**Run 1: routing congestion**

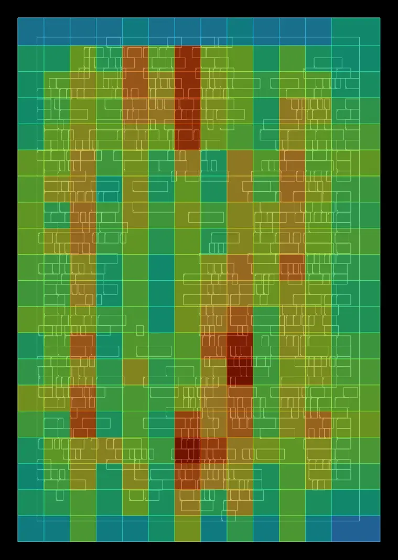
**Run 1: a small window of the routed layout**

Bar = 10 um. Window x 11 to 36, y 22 to 47 um. Cells in grey, sequential cells in the stronger grey; small squares are vias.
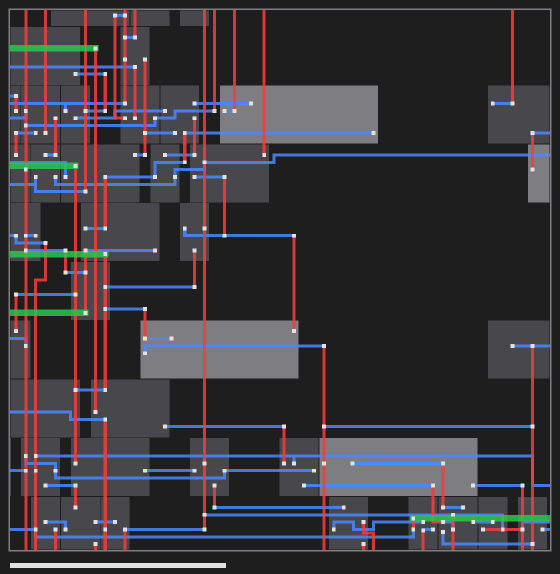
**Run 1: port wiring**

Bar = 20 um.
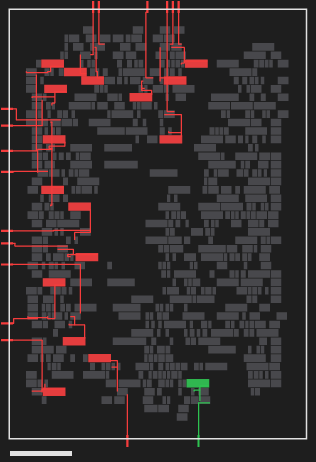
**Run 1: selected gate families**

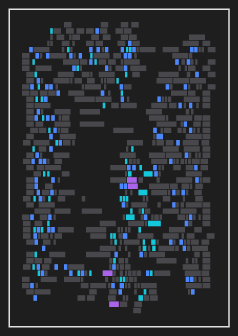
**src/rtl/mem_bus_arbiter.sv**
```systemverilog
// Shared memory port arbiter: CPU strobes vs. DMA requester, one access at a time,
// WAIT extra memory cycles per access, and a starvation limit that forces a DMA slot.
module mem_bus_arbiter #(
  parameter int AW     = 16,
  parameter int DW     = 16,
  parameter int WAIT   = 1,
  parameter int STARVE = 4
) (
  input  logic          CLK,
  input  logic          RST,
  input  logic          Rbus,
  input  logic          Wbus,
  input  logic [AW-1:0] ADDRcpu,
  input  logic [DW-1:0] DINcpu,
  output logic [DW-1:0] DOUTcpu,
  output logic          ACKcpu,
  output logic          STALL,
  input  logic          REQdma,
  input  logic          WEdma,
  input  logic [AW-1:0] ADDRdma,
  input  logic [DW-1:0] DINdma,
  output logic [DW-1:0] DOUTdma,
  output logic          GNTdma,
  output logic          DONEdma,
  output logic          MEMen,
  output logic          MEMwe,
  output logic [AW-1:0] MEMaddr,
  output logic [DW-1:0] MEMdin,
  input  logic [DW-1:0] MEMdout
);

  typedef enum logic [1:0] {IDLE, ACCESS, DONE} state_t;

  localparam logic [3:0] WAIT_V   = 4'(WAIT);
  localparam logic [3:0] STARVE_V = 4'(STARVE);

  state_t     state;
  logic [3:0] cnt;
  logic [3:0] starve_cnt;
  logic       owner;      // 1 = DMA owns the current access
  logic       cpu_req;
  logic       dma_sel;
  logic       cpu_sel;

  assign cpu_req = Rbus | Wbus;
  assign dma_sel = REQdma & (~cpu_req | (starve_cnt == STARVE_V));
  assign cpu_sel = cpu_req & ~dma_sel;
  assign STALL   = cpu_req & ~ACKcpu;

  always_ff @(posedge CLK) begin
    if (RST) begin
      state      <= IDLE;
      cnt        <= 4'd0;
      starve_cnt <= 4'd0;
      owner      <= 1'b0;
      DOUTcpu    <= '0;
      DOUTdma    <= '0;
      ACKcpu     <= 1'b0;
      GNTdma     <= 1'b0;
      DONEdma    <= 1'b0;
      MEMen      <= 1'b0;
      MEMwe      <= 1'b0;
      MEMaddr    <= '0;
      MEMdin     <= '0;
    end else begin
      ACKcpu  <= 1'b0;
      DONEdma <= 1'b0;
      if (!REQdma) starve_cnt <= 4'd0;
      case (state)
        IDLE: begin
          // The MEM* registers double as the latched request, so later input
          // changes cannot disturb an access already granted.
          if (dma_sel) begin
            owner      <= 1'b1;
            MEMaddr    <= ADDRdma;
            MEMdin     <= DINdma;
            MEMwe      <= WEdma;
            MEMen      <= 1'b1;
            GNTdma     <= 1'b1;
            cnt        <= WAIT_V;
            starve_cnt <= 4'd0;
            state      <= ACCESS;
          end else if (cpu_sel) begin
            owner   <= 1'b0;
            MEMaddr <= ADDRcpu;
            MEMdin  <= DINcpu;
            MEMwe   <= Wbus;
            MEMen   <= 1'b1;
            cnt     <= WAIT_V;
            state   <= ACCESS;
            if (REQdma && starve_cnt != STARVE_V) starve_cnt <= starve_cnt + 4'd1;
          end
        end
        ACCESS: begin
          if (cnt == 4'd0) begin
            MEMen <= 1'b0;
            MEMwe <= 1'b0;
            if (!MEMwe) begin
              if (owner) DOUTdma <= MEMdout;
              else       DOUTcpu <= MEMdout;
            end
            if (owner) DONEdma <= 1'b1;
            else       ACKcpu  <= 1'b1;
            state <= DONE;
          end else begin
            cnt <= cnt - 4'd1;
          end
        end
        DONE: begin
          GNTdma <= 1'b0;
          state  <= IDLE;
        end
        default: state <= IDLE;
      endcase
    end
  end

endmodule

```
**config.mk**
```make
export PLATFORM = sky130hd
export DESIGN_NAME = mem_bus_arbiter
export DESIGN_NICKNAME = d
export VERILOG_FILES = /design/src/rtl/mem_bus_arbiter.sv
export SDC_FILE = /design/constraint.sdc
export NUM_CORES = 1
export LEC_CHECK = 0
export ABC_AREA = 1
export CAP_MARGIN = 10
export CORE_ASPECT_RATIO = 1.5
export CORE_MARGIN = 5
export CORE_UTILIZATION = 30
export CTS_CLUSTER_SIZE = 12
export DETAILED_ROUTE_END_ITERATION = 6
export GPL_ROUTABILITY_DRIVEN = 0
export PLACE_DENSITY = 0.64
export REMOVE_ABC_BUFFERS = 1
export SKIP_CTS_REPAIR_TIMING = 1
export SYNTH_ARGS = -nofsm -noshare
export SYNTH_HDL_FRONTEND = slang
export SYNTH_SLANG_ARGS = --single-unit
```
**constraint.sdc**
```tcl
create_clock -name CLK -period 4.6 [get_ports CLK]
set_clock_uncertainty 0.2 [all_clocks]
set_input_delay 0.92 -clock CLK [delete_from_list [all_inputs] [get_ports CLK]]
set_output_delay 0.92 -clock CLK [all_outputs]
set_load 0.1 [all_outputs]
```
==> qor.txt, run 1 <==
Outcome: finished clean
Final Setup Violations: 0
Worst slack at placement: 1405 ps
DRT Pass-1 Iters: 4
Clock Sinks: 80
Kind of critical path: flop to output pin
Setup TNS: 0 ps
Worst reg2reg startpoint: starve_cnt[0]$_SDFF_PP0_
RR Endpoint: starve_cnt[1]$_SDFF_PP0_
Yosys top cell by area: dfxtp_1
WP data required: 3480 ps
Fin worst setup slack: 1491 ps
Layout cells sized above 1: 5.451%
Largest net degree at the start of global routing: 45
Synth Seq Share: 48.58%
OpenROAD warnings: 27
Worst-path maximum fanout: 5
# rows: 47
Netlist Area Pre-Place: 3297 um^2
Ys flop type: dfxtp_1
Comb area: 1438 um^2
Die extent in y: 138.4 um
Max transition margin: 31.69%
Critical path depth in cells: 1
Slowest Stage Delay on Critical Path: 1200 ps
FF+latch area: 1602 um^2
Slowest CP cell: clkdlybuf4s50_1
Top cells by count: nand2_1, dfxtp_1, nor2_1
Full die area: 13,230 um^2
Worst slew pin tran: 1021 ps
Part of the cycle the worst path needs: 67.60%
Share of the synthesized area in the top cell type: 48.58%
Yosys cell count: 438
CP endpoint kind: output pin
Synth cell types: 26
Die width: 95.60 um
Vias per inst: 4.617
Reg2reg setup slack: 2300 ps
Drt initial violations: 138
Total Nets Final: 673
YS warnings: 0
DP HPWL: 7.518 mm
Slew Limit Fails: 0
Yosys stat chip area: 3297 um^2
CP cell instances: clkdlybuf4s50_1
Late-Pin Clk Latency: 320 ps
Fillers: 1,103
Initial antenna violation count: 0
Final min period: 3109 ps
Worst hold slack: 233.8 ps
Number of enable flip-flop cells: 0
DRC viols: 0
Clk buf depth: 2
Via Count: 3,389
Cells after synthesis: 438
FP Core Util: 30.30%
Total detailed-routing wirelength: 9.981 mm
Top area cell types: dfxtp_1, nand2_1, nor2_1, a21oi_1, o21ai_1
Number of max-cap violations: 0
Total gr overflow: 0
Reg2Reg Depth: 9
RSZ-0062 raised after global routing: false
First-pass GRT wire length: 16.20 mm
VDD IR max: 0.2150 mV
CTS Buf Count: 9
Leak: 0.001928 uW
CP arrival: 1990 ps
Maximum clock frequency: 321.6 MHz
Seq cells post-synth: 80
Power density over the cells: 510.3 nW/um^2
Worst setup startpoint: MEMwe$_SDFFE_PP0P_
Worst Path Buf+Inv: 1
Max H-tree Level: 3
Hold Crit Class: flop to flop
Worst-path clk slew: 60 ps
Post-synth ARST share: 0%
Clock root cell: clkbuf_16
Wire per inst: 13.60 um
-- 'routing congestion' (at the start) --
met1 Track Usage GR: 16.75%
Final Util: 47.72%
grt met3 use: 5.163%

-- 'a small window of the routed layout' (at the start) --
legend:
  green:
    layer: metal 3
  blue:
    layer: metal 1
  red:
    layer: metal 2
cells with their middle in the window: 33
netlist names of flops here include: `MEMaddr` (2), `MEMdin` (1)
most frequent: o21ai_1 (9), clkdlybuf4s50_1 (7), nor2_1 (6)
sequential cells in the window: 3

-- 'port wiring' (at the start) --
legend:
  red:
    port: `MEMaddr`
    bits: 16
    direction: output
    end_cells: 16
    buffers: 16
    wire: 591 um
  green:
    port: `ACKcpu`
    bits: 1
    direction: output
    end_cells: 1
    buffers: 1
    wire: 24.4 um
Ports: 156
PortBufs: 155

-- 'selected gate families' (at the start) --
legend:
  blue:
    family: aoi and oai cells
    cells: 107
    most_used: a21oi_1
    where: spread over the die
  cyan:
    family: nor cells
    cells: 59
    most_used: nor2_1
  purple:
    family: fa/ha/maj cells
    cells: 4
    most_used: ha_1
Commonest Layout Cell: clkdlybuf4s50_1
logic share of the area: 27.69%
final cell count without fillers: 734

[run 1: layer usage]
layer  share of wire, %  track usage [%]  vias to the layer above
met1                 40            16.75                     1528
met3                8.8            5.163                       10
met5                  0                0                        -
met2                 50            26.83                      140
li1                   -                -                     1711
met4                1.4            5.622                        0
[run 1: sequential cells by signal, summed over array words and instances, names as in the netlist, 2 cells and up]
signal and flops:
DOUTdma 16, DOUTcpu 16, MEMaddr 16, MEMdin 16, starve_cnt 4, cnt 4, state 2
[run 1: power breakdown]
| part | internal, uW | switching (uW) |
|---|---|---|
| Clock | 470 | 255 |
| Sequential | 784 | 52.2 |
| Combinational | 277 | 811 |
| Total | 1530 | 1120 |
[run 1: final cells by class]
class | count | share of cell area (%)
sequential | 80 | 30.85
timing repair buffer | 157 | 30.13
multi-input combinational | 308 | 27.69
clock buffer | 11 | 4.483
tap | 147 | 3.543
inverter | 27 | 1.952
clock inverter | 4 | 1.350
[run 1: cells by family (layout without fill, tap and decap cells)]
family	count (synthesis)	count (layout)	synth area share, %
AND-OR/OR-AND	109	109	16.96
flip-flops	80	80	48.58
buffers and inverters	50	199	7.818
adder cells (fa/ha/maj)	4	4	1.518
AND/OR/NAND/NOR	195	195	25.12
[run 1: worst min-delay path by stage]
stage	from	end	slack (ps)	cells after the start
final	owner$_SDFFE_PP0P_	ACKcpu$_SDFF_PP0_	230	1
after floorplan	owner$_SDFFE_PP0P_	ACKcpu$_SDFF_PP0_	200	1
after global routing	owner$_SDFFE_PP0P_	ACKcpu$_SDFF_PP0_	250	1
after detailed placement	owner$_SDFFE_PP0P_	ACKcpu$_SDFF_PP0_	220	1
after CTS	owner$_SDFFE_PP0P_	ACKcpu$_SDFF_PP0_	230	1
after global placement	owner$_SDFFE_PP0P_	ACKcpu$_SDFF_PP0_	230	1
[run 1: per-stage QoR]
stage	power, uW	instances
2_1_floorplan	1629	415
3_3_place_gp	1935	719
3_5_place_dp	1948	719
4_1_cts	2688	734
5_1_grt	2785	734
6_report	2649	734
[run 1: layout by cell type (no fill, tap or decap)]
cell             netlist  routed
clkdlybuf4s50_1        0     154
nand4_1                1       1
nand3_1               27      27
clkinv_2               0       2
nor2_1                50      50
bufinv_16              0       2
o211a_1                1       1
ha_1                   4       4
o21ai_1               35      35
nor3_1                 3       3
clkbuf_1               4       2
o22ai_1                2       2
clkbuf_16              0       9
o21a_1                 1       1
nand2_1              102     102
a21oi_2                1       1
nor2_4                 3       3
nand2_2                5       5
dfxtp_1               80      80
nor2_2                 2       2
a21oi_1               37      37
buf_4                  2       3
inv_2                  4       4
nor3_4                 1       1
nand3b_1               1       1
inv_1                 23      23
o21ai_0               32      32
==> run 2: changes to the inputs <==
==> constraint.sdc (replaced) <==
create_clock -name CLK -period 3.1 [get_ports CLK]
set_clock_uncertainty 0.2 [all_clocks]
set_input_delay 0.62 -clock CLK [delete_from_list [all_inputs] [get_ports CLK]]
set_output_delay 0.62 -clock CLK [all_outputs]
set_load 0.1 [all_outputs]
==> qor.txt, run 2 <==
Outcome: finished clean
Slew Limit Fails: 0
Leak: 0.002065 uW
Top area cell types: dfxtp_1, nand2_1, nor2_1, a21oi_1, o21ai_1
Top cells by count: nand2_1, dfxtp_1, nor2_1
Synth Seq Share: 48.58%
CP arrival: 1550 ps
Final min period: 2367 ps
Max H-tree Level: 3
Clk buf depth: 2
Vias per inst: 4.569
Commonest Layout Cell: nand2_1
Yosys cell count: 438
Sw frac: 43.46%
Hold Crit Class: flop to flop
Share of power burned in registers: 32.1%
Seq cells post-synth: 80
Hold Path Depth: 1
FP Core Util: 30.30%
DP HPWL: 7.406 mm
Yosys top cell by area: dfxtp_1
Yosys stat chip area: 3297 um^2
Die width: 95.60 um
Netlist Area Pre-Place: 3297 um^2
Number of enable flip-flop cells: 0
WP data required: 2280 ps
Fin worst setup slack: 733.4 ps
Combinational Power Share: 40.8%
Late-Pin Clk Latency: 330 ps
Synth cell types: 26
Largest net degree at the start of global routing: 42
Cells after synthesis: 438
PortBufs: 155
Reg2reg setup slack: 1060 ps
Worst-path maximum fanout: 3
# rows: 47
Drt initial violations: 134
CTS Buf Count: 9
Reg2Reg Depth: 7
Setup TNS: 0 ps
VDD IR max: 0.3396 mV
YS warnings: 0
Worst-path clk slew: 60 ps
RR Endpoint: DOUTcpu[15]$_SDFFE_PP0P_
Switching Power: 1684 uW
Ports: 156
Layout cells sized above 1: 17.77%
Part of the cycle the worst path needs: 76.34%
Clock Power Share: 27.1%
DRC viols: 0
Via Count: 3,372
First-pass GRT wire length: 15.82 mm
Full die area: 13,230 um^2
Clock root cell: clkbuf_16
Clock Sinks: 80
Total detailed-routing wirelength: 9.786 mm
CP endpoint kind: output pin
Kind of critical path: input port to output pin
Initial antenna violation count: 0
Die extent in y: 138.4 um
OpenROAD warnings: 27
Share of the synthesized area in the top cell type: 48.58%
HP Start: owner$_SDFFE_PP0P_
Post-synth ARST share: 0%
Power density over the cells: 767.0 nW/um^2
Worst slack at placement: 449.2 ps
Worst setup startpoint: Wbus
Number of max-cap violations: 0
Worst slew pin tran: 790.7 ps
[run 2: stage by stage]
step / instances / cell area, um^2
finish: 738 / 5051
detailed placement: 722 / 4751
global route: 738 / 5051
global placement: 722 / 4751
CTS: 738 / 5051
floorplan: 415 / 3141
[run 2: worst max-delay path by stage]
stage,slack (ps),to,cells past startpoint
3_5_place_dp,450,MEMdin[1]$_SDFFE_PP0P_,7
3_3_place_gp,520,MEMdin[4]$_SDFFE_PP0P_,7
6_report,730,STALL,4
2_1_floorplan,230,STALL,1
5_1_grt,560,MEMaddr[4]$_SDFFE_PP0P_,7
4_1_cts,730,STALL,4
[run 2: layout make-up]
type	instances	area (um^2)	area share, %
Sequential cell	80	1602	31.71
Multi-Input combinational cell	308	1438	28.46
Timing Repair Buffer	160	1426	28.24
Clock buffer	12	246.5	4.880
Tap cell	147	183.9	3.641
Inverter	27	101.3	2.006
Clock inverter	4	53.80	1.065
[run 2: metal layers]
layer  up-vias  GRT usage (%)  wire length (um)
met5         -              0                 0
met4         0          6.522               183
met3        14          4.891               966
met2       135          24.89              4750
met1      1498          16.73              3885
li1       1725              -                 -
[run 2: critical path, cell delays in order]
cell	delay [ps]
clkdlybuf4s50_1	490
nor2_2	60
nor2_1	170
buf_12	200
[run 2: power by group through the flow]
stage / Sequential [uW] / Combinational (uW) / Clock (uW)
finish: 1240 / 1580 / 1050
global route: 1260 / 1680 / 1120
global placement: 1260 / 1580 / 0
floorplan: 2040 / 375 / 0
detailed placement: 1260 / 1600 / 0
CTS: 1240 / 1600 / 1080
[run 2: logic make-up (layout without fill, tap and decap cells)]
logic type               Yosys count  in the layout  share of synthesized area (%)
flip-flops                        80             80                          48.58
AND/OR/NAND/NOR                  195            195                          25.12
AND-OR/OR-AND                    109            109                          16.96
adder cells (fa/ha/maj)            4              4                          1.518
buffers and inverters             50            203                          7.818
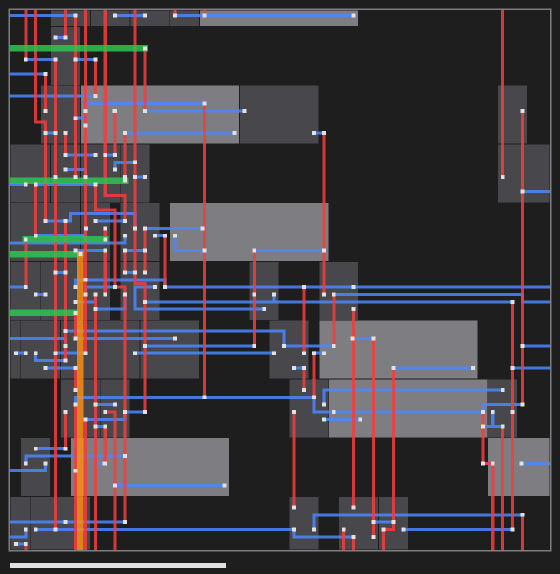
**Above:** run 2 (a small window of the routed layout).
Bar = 10 um. Window x 11 to 36, y 22 to 47 um. Cells in grey, sequential cells in the stronger grey; small squares are vias.
legend:
  orange:
    layer: metal 4
  green:
    layer: metal 3
  red:
    layer: metal 2
  blue:
    layer: metal 1
netlist names of flops here include: `MEMdin` (3), `MEMaddr` (2)
most frequent: o21ai_1 (8), nor2_1 (7)
sequential cells in the window: 5
cells with their middle in the window: 35

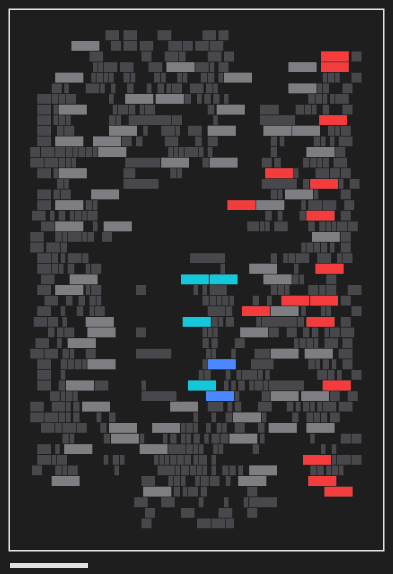
**Above:** run 2 (sequential cells coloured by netlist name).
Bar = 20 um. Other sequential cells in the stronger grey, the rest of the logic in the fainter grey.
legend:
  red:
    signal: `DOUTcpu`
    flops: 16
  blue:
    signal: `state`
    flops: 2
  cyan:
    signal: `cnt`
    flops: 4
    where: middle
FF+latch area: 1602 um^2
sequential cell area share: 31.71%
Final Util: 46.43%
seq pwr: 1240 uW

Power is estimated from default activity; no workload was simulated.
